`config.mk`:
```
export PLATFORM = sky130hd
export DESIGN_NAME = led_mode_ctrl_flat
export DESIGN_NICKNAME = d
export VERILOG_FILES = /design/src/rtl/led_mode_ctrl_if.sv /design/src/rtl/led_mode_ctrl.sv /design/src/flat_wrapper.sv
export SDC_FILE = /design/constraint.sdc
export NUM_CORES = 1
export LEC_CHECK = 0
export CORE_AREA = 5 5 82 84
export DETAILED_ROUTE_END_ITERATION = 8
export DIE_AREA = 0 0 87 89
export PLACE_DENSITY_LB_ADDON = 0.25
export SLEW_MARGIN = 15
export SYNTH_ARGS = -nofsm -noshare
export SYNTH_HDL_FRONTEND = slang
export SYNTH_SLANG_ARGS = --single-unit
```
`constraint.sdc`:
```
create_clock -name clk -period 2.9 [get_ports clk]
set_clock_uncertainty 0.2 [all_clocks]
set_input_delay 0.58 -clock clk [delete_from_list [all_inputs] [get_ports clk]]
set_output_delay 0.58 -clock clk [all_outputs]
set_load 0.005 [all_outputs]
```
`src/rtl/led_mode_ctrl_if.sv`:
```
// led_mode_ctrl_if: command/LED bundle between a command source and led_mode_ctrl.
interface led_mode_ctrl_if #(
    parameter int LED_NUM  = 4,
    parameter int PWM_BITS = 8
);
    logic                led_en;
    logic [1:0]          led_mode;
    logic [LED_NUM-1:0]  led_data;
    logic [PWM_BITS-1:0] led_duty;
    logic [LED_NUM-1:0]  led;
    logic                cmd_ack;

    modport master (output led_en, led_mode, led_data, led_duty, input led, cmd_ack);
    modport slave  (input led_en, led_mode, led_data, led_duty, output led, cmd_ack);
endinterface

```
`src/rtl/led_mode_ctrl.sv`:
```
// led_mode_ctrl: per-channel static/blink/PWM/off LED driver with registered outputs.
module led_mode_ctrl #(
    parameter int LED_NUM   = 4,
    parameter int PWM_BITS  = 8,
    parameter int BLINK_DIV = 25_000_000,
    parameter bit DATA_INV  = 1
) (
    input  logic               clk,
    input  logic               rst_n,
    led_mode_ctrl_if.slave     bus
);
    localparam int BW = $clog2(BLINK_DIV);
    localparam logic [BW-1:0] BLINK_LAST = BW'(BLINK_DIV - 1);
    // PWM period is 2^PWM_BITS-1 so an all-ones duty stays lit every cycle
    localparam logic [PWM_BITS-1:0] PWM_LAST = {{(PWM_BITS-1){1'b1}}, 1'b0};

    logic [1:0]          mode_r;
    logic [LED_NUM-1:0]  mask_r;
    logic [LED_NUM-1:0]  led_nx;
    logic [PWM_BITS-1:0] duty_r;
    logic [PWM_BITS-1:0] pwm_cnt;
    logic [BW-1:0]       blink_cnt;
    logic                blink_ph;
    logic                pwm_on;

    assign pwm_on = pwm_cnt < duty_r;

    always_comb
        led_nx = mode_r == 2'b00 ? mask_r :
                 mode_r == 2'b01 ? mask_r & {LED_NUM{blink_ph}} :
                 mode_r == 2'b10 ? mask_r & {LED_NUM{pwm_on}} : '0;

    always_ff @(posedge clk or negedge rst_n)
        if (!rst_n) begin
            mode_r      <= 2'b11;
            mask_r      <= '0;
            duty_r      <= '0;
            pwm_cnt     <= '0;
            blink_cnt   <= '0;
            blink_ph    <= 1'b1;
            bus.led     <= '0;
            bus.cmd_ack <= 1'b0;
        end else begin
            pwm_cnt     <= pwm_cnt == PWM_LAST ? '0 : pwm_cnt + 1'b1;
            bus.led     <= led_nx;
            bus.cmd_ack <= bus.led_en;
            if (bus.led_en) begin
                mode_r    <= bus.led_mode;
                mask_r    <= DATA_INV ? ~bus.led_data : bus.led_data;
                duty_r    <= bus.led_duty;
                blink_cnt <= '0;
                blink_ph  <= 1'b1;
            end else if (blink_cnt == BLINK_LAST) begin
                blink_cnt <= '0;
                blink_ph  <= ~blink_ph;
            end else
                blink_cnt <= blink_cnt + 1'b1;
        end
endmodule

```
`src/flat_wrapper.sv`:
```
// flat-port wrapper written by rule: the top's interface ports become plain ports
module led_mode_ctrl_flat 
#(
    parameter int LED_NUM   = 4,
    parameter int PWM_BITS  = 8,
    parameter int BLINK_DIV = 25_000_000,
    parameter bit DATA_INV  = 1
)
  (clk, rst_n, bus_led_en, bus_led_mode, bus_led_data, bus_led_duty, bus_led, bus_cmd_ack);
  led_mode_ctrl_if #(.LED_NUM(LED_NUM), .PWM_BITS(PWM_BITS)) bus_i ();
  input  logic clk;
  input  logic rst_n;
  input wire logic [$bits(bus_i.led_en)-1:0] bus_led_en;
  input wire logic [$bits(bus_i.led_mode)-1:0] bus_led_mode;
  input wire logic [$bits(bus_i.led_data)-1:0] bus_led_data;
  input wire logic [$bits(bus_i.led_duty)-1:0] bus_led_duty;
  output wire logic [$bits(bus_i.led)-1:0] bus_led;
  output wire logic [$bits(bus_i.cmd_ack)-1:0] bus_cmd_ack;
  assign bus_i.led_en = bus_led_en;
  assign bus_i.led_mode = bus_led_mode;
  assign bus_i.led_data = bus_led_data;
  assign bus_i.led_duty = bus_led_duty;
  assign bus_led = bus_i.led;
  assign bus_cmd_ack = bus_i.cmd_ack;
  led_mode_ctrl #(.LED_NUM(LED_NUM), .PWM_BITS(PWM_BITS), .BLINK_DIV(BLINK_DIV), .DATA_INV(DATA_INV)) u_core (.clk(clk), .rst_n(rst_n), .bus(bus_i));
endmodule
```
==> run_1/closeup.png <==
Bar = 5 um. Window x 34 to 54, y 52 to 72 um. Cells in gray, sequential cells in the stronger gray; small squares are vias.
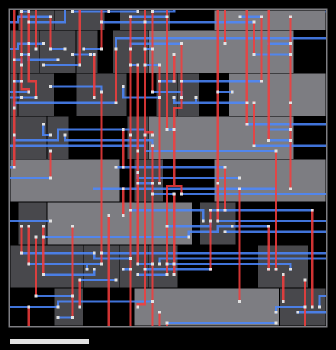
- M1: blue
- M2: red
- sequential cells in the window: 7
- cells with their middle in the window: 27
- most frequent: dfrtp_1 (7), or3_1 (3), nor2_1 (3)
- netlist names of flops here include: u_core.blink_cnt (7)

==> run_1/clock_nets.png <==
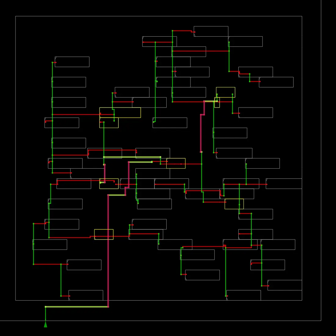
clk ins delay skew pair: 0.30 ns
clk_buf instances: 7
flop count: 53
clock sink count: 53

==> run_1/route_heat.png <==
17 x 18 tiles, from white (low) to dark blue (high), scaled to the fullest tile. Values are wire area over tile area, all layers added.
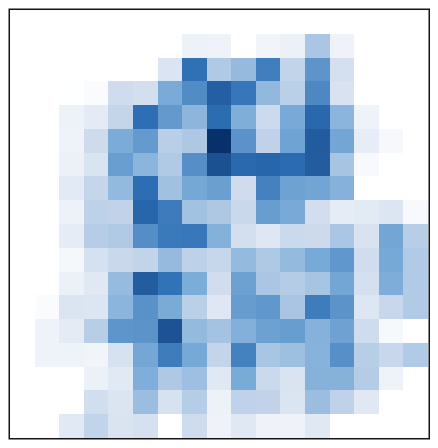
- fullest tile: 0.36
- emptiest ninth of the die: north-west
- mean over tiles: 0.092
- nearly empty tiles: 28%
- densest ninth of the die: center
final WL: 4652 um
Global Route Usage Sum: 13.34%
DR vias: 1,817
drt wl/cell: 13.14 um

==> run_1/pinout.png <==
Bar = 20 um. Pins as bars across the die edge, other pins in gray.
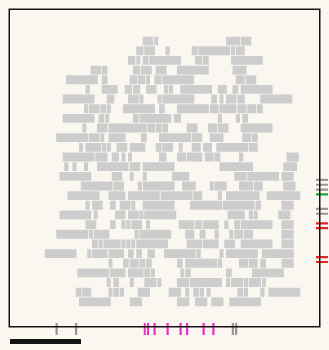
- bus_led: red (pins 4; direction output; edge east)
- bus_led_duty: magenta (pins 8; direction input; edge south)
- bus_cmd_ack: green (pins 1; direction output; edge east)
die height: 89 um
I/O Buffers: 21
die extent in x: 87 um

==> impl_metrics.csv, run 1 <==
group,metric,value,unit
cells_and_area,regMostFlops,"u_core.blink_cnt",
worst_setup_path,r2r-end,"u_core.blink_cnt[24]",
route,postRouteAntennaNets,0,
global_routing,grt_pass1_vias,1828,
floorplanning,core_area,5851,sq um
synthesis,yosys-stat-cells,253,
synthesis,yosys.cell_types.count,35,
timing,drv_slew,0,
worst_setup_path,worstPathRequired,2.93,ns
route,met2_wirelength,2117,um
clocking,ctsHoldBuffers,0,
worst_setup_path,r2r_cells,4,
floorplanning,n_tap_cell,75,
pwr,vdd_drop_max,0.1980,mV
worst_setup_path,r2r_slack,0.63,ns
clocking,htreeDepth,2,
worst_setup_path,critical_path.top_delay_family,"simple AND/OR/NAND/NOR gates",
route,dr.pass1.iters,4,
global_routing,grt_pass1_wl,8259,um
timing,fin_crit_sh,78.37,%
pwr,p_seq,0.783,mW
flow_run,drv_cap,0,
worst_setup_path,worst-path-buf-inv,0,
synthesis,synth-seq-cells,53,
pwr,finalPower,1.415,mW
synthesis,netlist_area,2557,sq um
timing,tns,0,ns
route,drc_errors,0,
floorplanning,io-pin-count,22,
clocking,cts.path.max_buffers,2,
pwr,net-switching-power,0.3027,mW
cells_and_area,layout.nets,305,
synthesis,synthCells,253,
place,place_inst,346,
place,gp_congestion,0.7334,
global_routing,antenna_found_initial,0,
worst_setup_path,crit_start,"u_core.blink_cnt[12]",
timing,hold_viol,0,
synthesis,yosysMostFrequentCell,"dfrtp_1",
worst_setup_path,r2r_start,"u_core.blink_cnt[12]",
timing,fin_ws,0.6273,ns
cells_and_area,antenna_cells,0,
cells_and_area,reg_top3,"u_core.blink_cnt x25, u_core.duty_r x8, u_core.pwm_cnt x8",
worst_setup_path,crit_cells,4,
cells_and_area,clkCellAreaFrac,3.917,%
synthesis,yosys_area,2557,sq um
cells_and_area,ff_latch_area,1330,sq um
synthesis,simple_gate_share,20.11,%
floorplanning,fp_util,43.71,%
synthesis,top_cells_by_count,"dfrtp_1 (50), nor2_1 (32), nand2_1 (20)",
pwr,p_per_area,476.5,nW/um^2
timing,rsz0062_at_grt,"false",
pwr,p_clk_share,36.1,%
pwr,pg_comb,0.121,mW
cells_and_area,largest_register_ffs,25,
synthesis,synth_seq_share,52.01,%
cells_and_area,syn_to_final_growth,16.14,%
timing,tightest_slew,0.6459,ns
worst_setup_path,crit_fanout,14,
hold_path,min_path_type,"in2async",
cells_and_area,stdcell_area,2970,sq um
place,pre_cts_ws,0.6786,ns
cells_and_area,nonClkBufAreaFrac,8.172,%
global_routing,use_met3,2.581,%
cells_and_area,seq_area_share,44.78,%
clocking,post_cts_resized,0,
worst_setup_path,cpPeakStageDelay,0.65,ns
clocking,cts_tree,"built",
pwr,clk-power,0.511,mW
synthesis,ys_sh_aoi,10.57,%
cells_and_area,comb-cell-share,37.70,%
synthesis,ys_warn_count,0,
floorplanning,dieArea,7743,sq um
timing,post-route-min-period,2.273,ns
cells_and_area,final_util,50.77,%
pwr,p_comb_share,8.6,%
flow_run,openroad.warnings,27,
place,placed_cell_area,2854,sq um
synthesis,top_area_cell,"dfrtp_1",
cells_and_area,multiInputGateArea,1120,sq um
synthesis,synthAdderAreaFrac,4.892,%
cells_and_area,dominant_cells,"sequential cells",
place,hpwl,3369,um
synthesis,topCellsByArea,"dfrtp_1 (49%), ha_1 (4.9%), xnor2_1 (4.8%)",
route,wl_met3,122,um
global_routing,busiest_layer,"met2",
timing,hold-worst-slack,0.1769,ns
worst_setup_path,worst_ep_arrival_time,2.30,ns
synthesis,synth-async-reset-ratio,100.0,%
worst_setup_path,crit_path_cell_trace,"and4_1 -> nand4_1 -> or4_1 -> a21oi_1",
pwr,seqPwrFrac,55.3,%
worst_setup_path,critPathSlowestCell,"or4_1",
cells_and_area,num-nonclk-inverters,18,
global_routing,globalRouteMet1Util,17.89,%
synthesis,muxShareOfSynthArea,1.712,%
route,top_layer,"met4",
timing,fmax,0.4400,GHz
clocking,cts_buffers,5,
pwr,power.leakage,1.248,nW
worst_setup_path,start_kind,"register",
cells_and_area,final_cells,354,
cells_and_area,num-nonclk-buffers,26,
worst_setup_path,end_kind,"register",
clocking,cts_root_buffer,"clkbuf_8",
cells_and_area,fillCellCount,529,
pwr,p_int,1.113,mW
route,via_per_inst,5.133,
synthesis,syn_area_per_cell,10.11,sq um
global_routing,grt-ovfl-total,0,
synthesis,ys_sh_xor,6.507,%
cells_and_area,comb_cells,174,
synthesis,top_area_share,48.92,%
global_routing,use_met2,21.46,%
clocking,post-cts-setup-buffer-count,0,
synthesis,fp_nets,280,
synthesis,ff_type,"dfrtp_1",
route,wl_met1,2353,um
status,status,"completed",
floorplanning,num_rows,28,
clocking,cts.clk_slew.worst_paths,0.09,ns
pwr,power_leader,"registers",
route,drt_iter0_markers,64,
synthesis,top_logic_kind,"simple AND/OR/NAND/NOR gates",
synthesis,edf_count,0,
timing,slew_headroom,56.94,%
timing,finalSetupViolCount,0,
worst_setup_path,crit_type,"reg2reg",
pwr,sw_frac_of_total,21.39,%
global_routing,grt_max_degree,54,
cells_and_area,drive_above_1_share,10.39,%
worst_setup_path,cp-endpoint,"u_core.blink_cnt[24]",
## run 1: cells in the final DEF, fill, tap and decap left out, types with 4 or more instances in the layout
cell | synthesis | layout
xnor2_1 | 14 | 14
inv_1 | 18 | 18
o21ai_0 | 12 | 12
or3_1 | 5 | 5
a211oi_1 | 4 | 4
nor4_1 | 5 | 5
or4_1 | 4 | 4
nand4_1 | 5 | 5
clkdlybuf4s50_1 | 0 | 20
dfrtp_1 | 50 | 50
clkbuf_8 | 0 | 6
o31ai_1 | 8 | 8
nand2_1 | 20 | 20
buf_4 | 0 | 5
nor2_1 | 32 | 32
nand3_1 | 11 | 11
ha_1 | 10 | 10
xor2_1 | 5 | 5
a21oi_1 | 13 | 13
==> run_1/gates.png <==
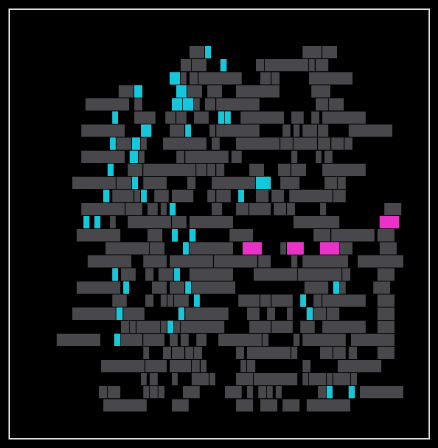

==> run 1 -> run 2 <==
==> constraint.sdc (replaced) <==
create_clock -name clk -period 2.4 [get_ports clk]
set_clock_uncertainty 0.2 [all_clocks]
set_input_delay 0.48 -clock clk [delete_from_list [all_inputs] [get_ports clk]]
set_output_delay 0.48 -clock clk [all_outputs]
set_load 0.005 [all_outputs]
==> run_2/gates.png <==
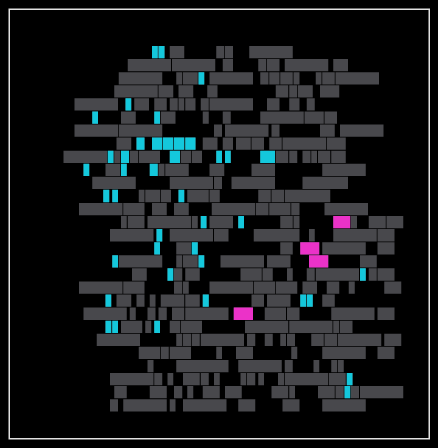
- mux cells: magenta (cells 4; most used mux2_2; where east)
- nor cells: cyan (cells 41; most used nor2_1)
logic share of the area: 37.46%
final non-filler cell total: 356

==> run 2 against run 1 <==
Effect of this change: synthesized cell count unchanged; synthesized area did not move; non-clock buffer count is 2 higher; register-to-register slack got worse by 0.41 ns; largest power group unchanged; sequential power grew 21%.
==> impl_metrics.csv, run 2 <==
group,metric,value,unit
status,status,"completed",
synthesis,yosys-stat-cells,253,
synthesis,synthCells,253,
global_routing,globalRouteMet1Util,18.28,%
worst_setup_path,crit_fanout,10,
pwr,vdd_drop_max,0.2574,mV
global_routing,grt_max_degree,54,
route,dr.pass1.iters,4,
timing,hold_viol,0,
pwr,finalPower,1.731,mW
flow_run,openroad.warnings,27,
worst_setup_path,r2r_cells,5,
floorplanning,dieHeight,89,um
clocking,cts_tree,"built",
synthesis,simple_gate_share,20.11,%
route,vias,1869,
synthesis,synth-async-reset-ratio,100.0,%
synthesis,syn_area_per_cell,10.11,sq um
clocking,cts.sinks,53,
floorplanning,dieArea,7743,sq um
synthesis,ys_sh_aoi,10.57,%
cells_and_area,layout.nets,307,
cells_and_area,lay_top_cells,"dfrtp_1 (50), nor2_1 (32), nand2_1 (20), clkdlybuf4s50_1 (20), inv_1 (18)",
worst_setup_path,r2r_slack,0.22,ns
timing,post-route-min-period,2.179,ns
worst_setup_path,crit_type,"reg2reg",
synthesis,synthAdderAreaFrac,4.892,%
route,wl_met3,190,um
worst_setup_path,crit_cells,5,
route,routed_wl,4780,um
worst_setup_path,critical_path.top_delay_family,"simple AND/OR/NAND/NOR gates",
floorplanning,die_x,87,um
floorplanning,fp_util,43.71,%
cells_and_area,layout_top_cell,"dfrtp_1",
synthesis,fp_nets,280,
place,gp_congestion,0.8083,
cells_and_area,final_util,51.09,%
global_routing,use_met3,3.041,%
hold_path,min_path_type,"in2async",
synthesis,top_logic_kind,"simple AND/OR/NAND/NOR gates",
clocking,clk_latency,0.31,ns
global_routing,use_met2,22.29,%
synthesis,topCellsByArea,"dfrtp_1 (49%), ha_1 (4.9%), xnor2_1 (4.8%)",
synthesis,top_cells_by_count,"dfrtp_1 (50), nor2_1 (32), nand2_1 (20)",
synthesis,ys_warn_count,0,
global_routing,grt_pass1_wl,8307,um
clocking,post-cts-setup-buffer-count,0,
synthesis,yosys.cell_types.count,35,
synthesis,synth_seq_share,52.01,%
clocking,cts.clk_slew.worst_paths,0.10,ns
floorplanning,io-pin-count,22,
worst_setup_path,crit_path_cell_trace,"ha_1 -> nand2_1 -> or3_1 -> or4_1 -> a21oi_1",
clocking,ctsHoldBuffers,0,
timing,fmax,0.4588,GHz
worst_setup_path,end_kind,"register",
route,top_layer,"met4",
worst_setup_path,cpPeakStageDelay,0.52,ns
pwr,p_per_area,579.1,nW/um^2
route,wl_met1,2231,um
cells_and_area,antenna_cells,0,
clocking,cts_root_buffer,"clkbuf_8",
cells_and_area,regMostFlops,"u_core.blink_cnt",
route,met2_wirelength,2304,um
timing,tns,0,ns
timing,finalSetupViolCount,0,
floorplanning,num_rows,28,
global_routing,grtUsageTotal,13.68,%
worst_setup_path,crit_start,"u_core.blink_cnt[0]",
cells_and_area,drive_above_1_share,11.39,%
synthesis,ys_sh_xor,6.507,%
cells_and_area,reg_top3,"u_core.blink_cnt x25, u_core.duty_r x8, u_core.pwm_cnt x8",
worst_setup_path,worst_ep_arrival_time,2.22,ns
global_routing,grt_pass1_vias,1793,
synthesis,edf_count,0,
synthesis,muxShareOfSynthArea,1.712,%
pwr,power.leakage,1.256,nW
cells_and_area,fillCellCount,522,
route,avgRoutedWirePerCell,13.43,um
clocking,post_cts_resized,0,
worst_setup_path,r2r-end,"u_core.blink_cnt[24]",
timing,fin_crit_sh,90.81,%
route,via_per_inst,5.250,
place,hpwl,3398,um
global_routing,grt-ovfl-total,0,
synthesis,netlist_area,2557,sq um
cells_and_area,largest_register_ffs,25,
worst_setup_path,worst-path-buf-inv,0,
synthesis,top_area_cell,"dfrtp_1",
place,place_inst,348,
synthesis,yosysMostFrequentCell,"dfrtp_1",
place,port_buffers,21,
synthesis,yosys_area,2557,sq um
route,postRouteAntennaNets,0,
cells_and_area,syn_to_final_growth,16.88,%
timing,slew_headroom,56.25,%
synthesis,top_area_share,48.92,%
timing,tightest_slew,0.6562,ns
clocking,cts.path.max_buffers,2,
worst_setup_path,r2r_start,"u_core.blink_cnt[0]",
==> run_2/pinout.png <==
Bar = 20 um. Pins as bars across the die edge, other pins in gray.
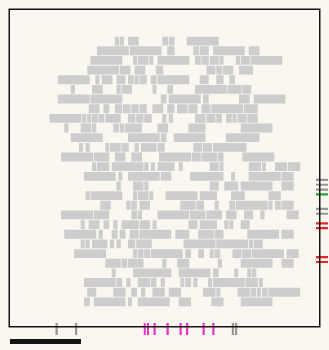
- bus_led_duty: magenta (pins 8; direction input; edge south)
- bus_cmd_ack: green (pins 1; direction output; edge east)
- bus_led: red (pins 4; direction output; edge east)

## run 2: cell counts after synthesis
Identical to the previous run, type by type.
## run 2: final cells by class
cell class              count  area, sq um  area share (%)
clock buffers               6        82.58           2.763
clock inverters             2        37.54           1.256
inverters                  18        67.56           2.260
multi-input cells         174         1120           37.46
flip-flops and latches     53         1330           44.50
well taps                  75        93.84           3.139
repair buffers             28        257.7           8.623
## run 2: per-stage QoR
stage	area (sq um)	hold slack, ns	setup slack (ns)
floorplan	2557	-0.01559	0.3643
global placement	2869	0.2643	0.2876
detailed placement	2869	0.2795	0.2274
CTS	2989	0.1098	0.2284
global route	2989	0.1521	0.1160
finish	2989	0.08659	0.2206
## run 2: power by group
group / internal [mW] / switching (mW)
logic: 0.0751 / 0.0754
registers: 0.930 / 0.0152
clock network: 0.339 / 0.296
total: 1.34 / 0.386
Power is estimated from default activity; no workload was simulated.
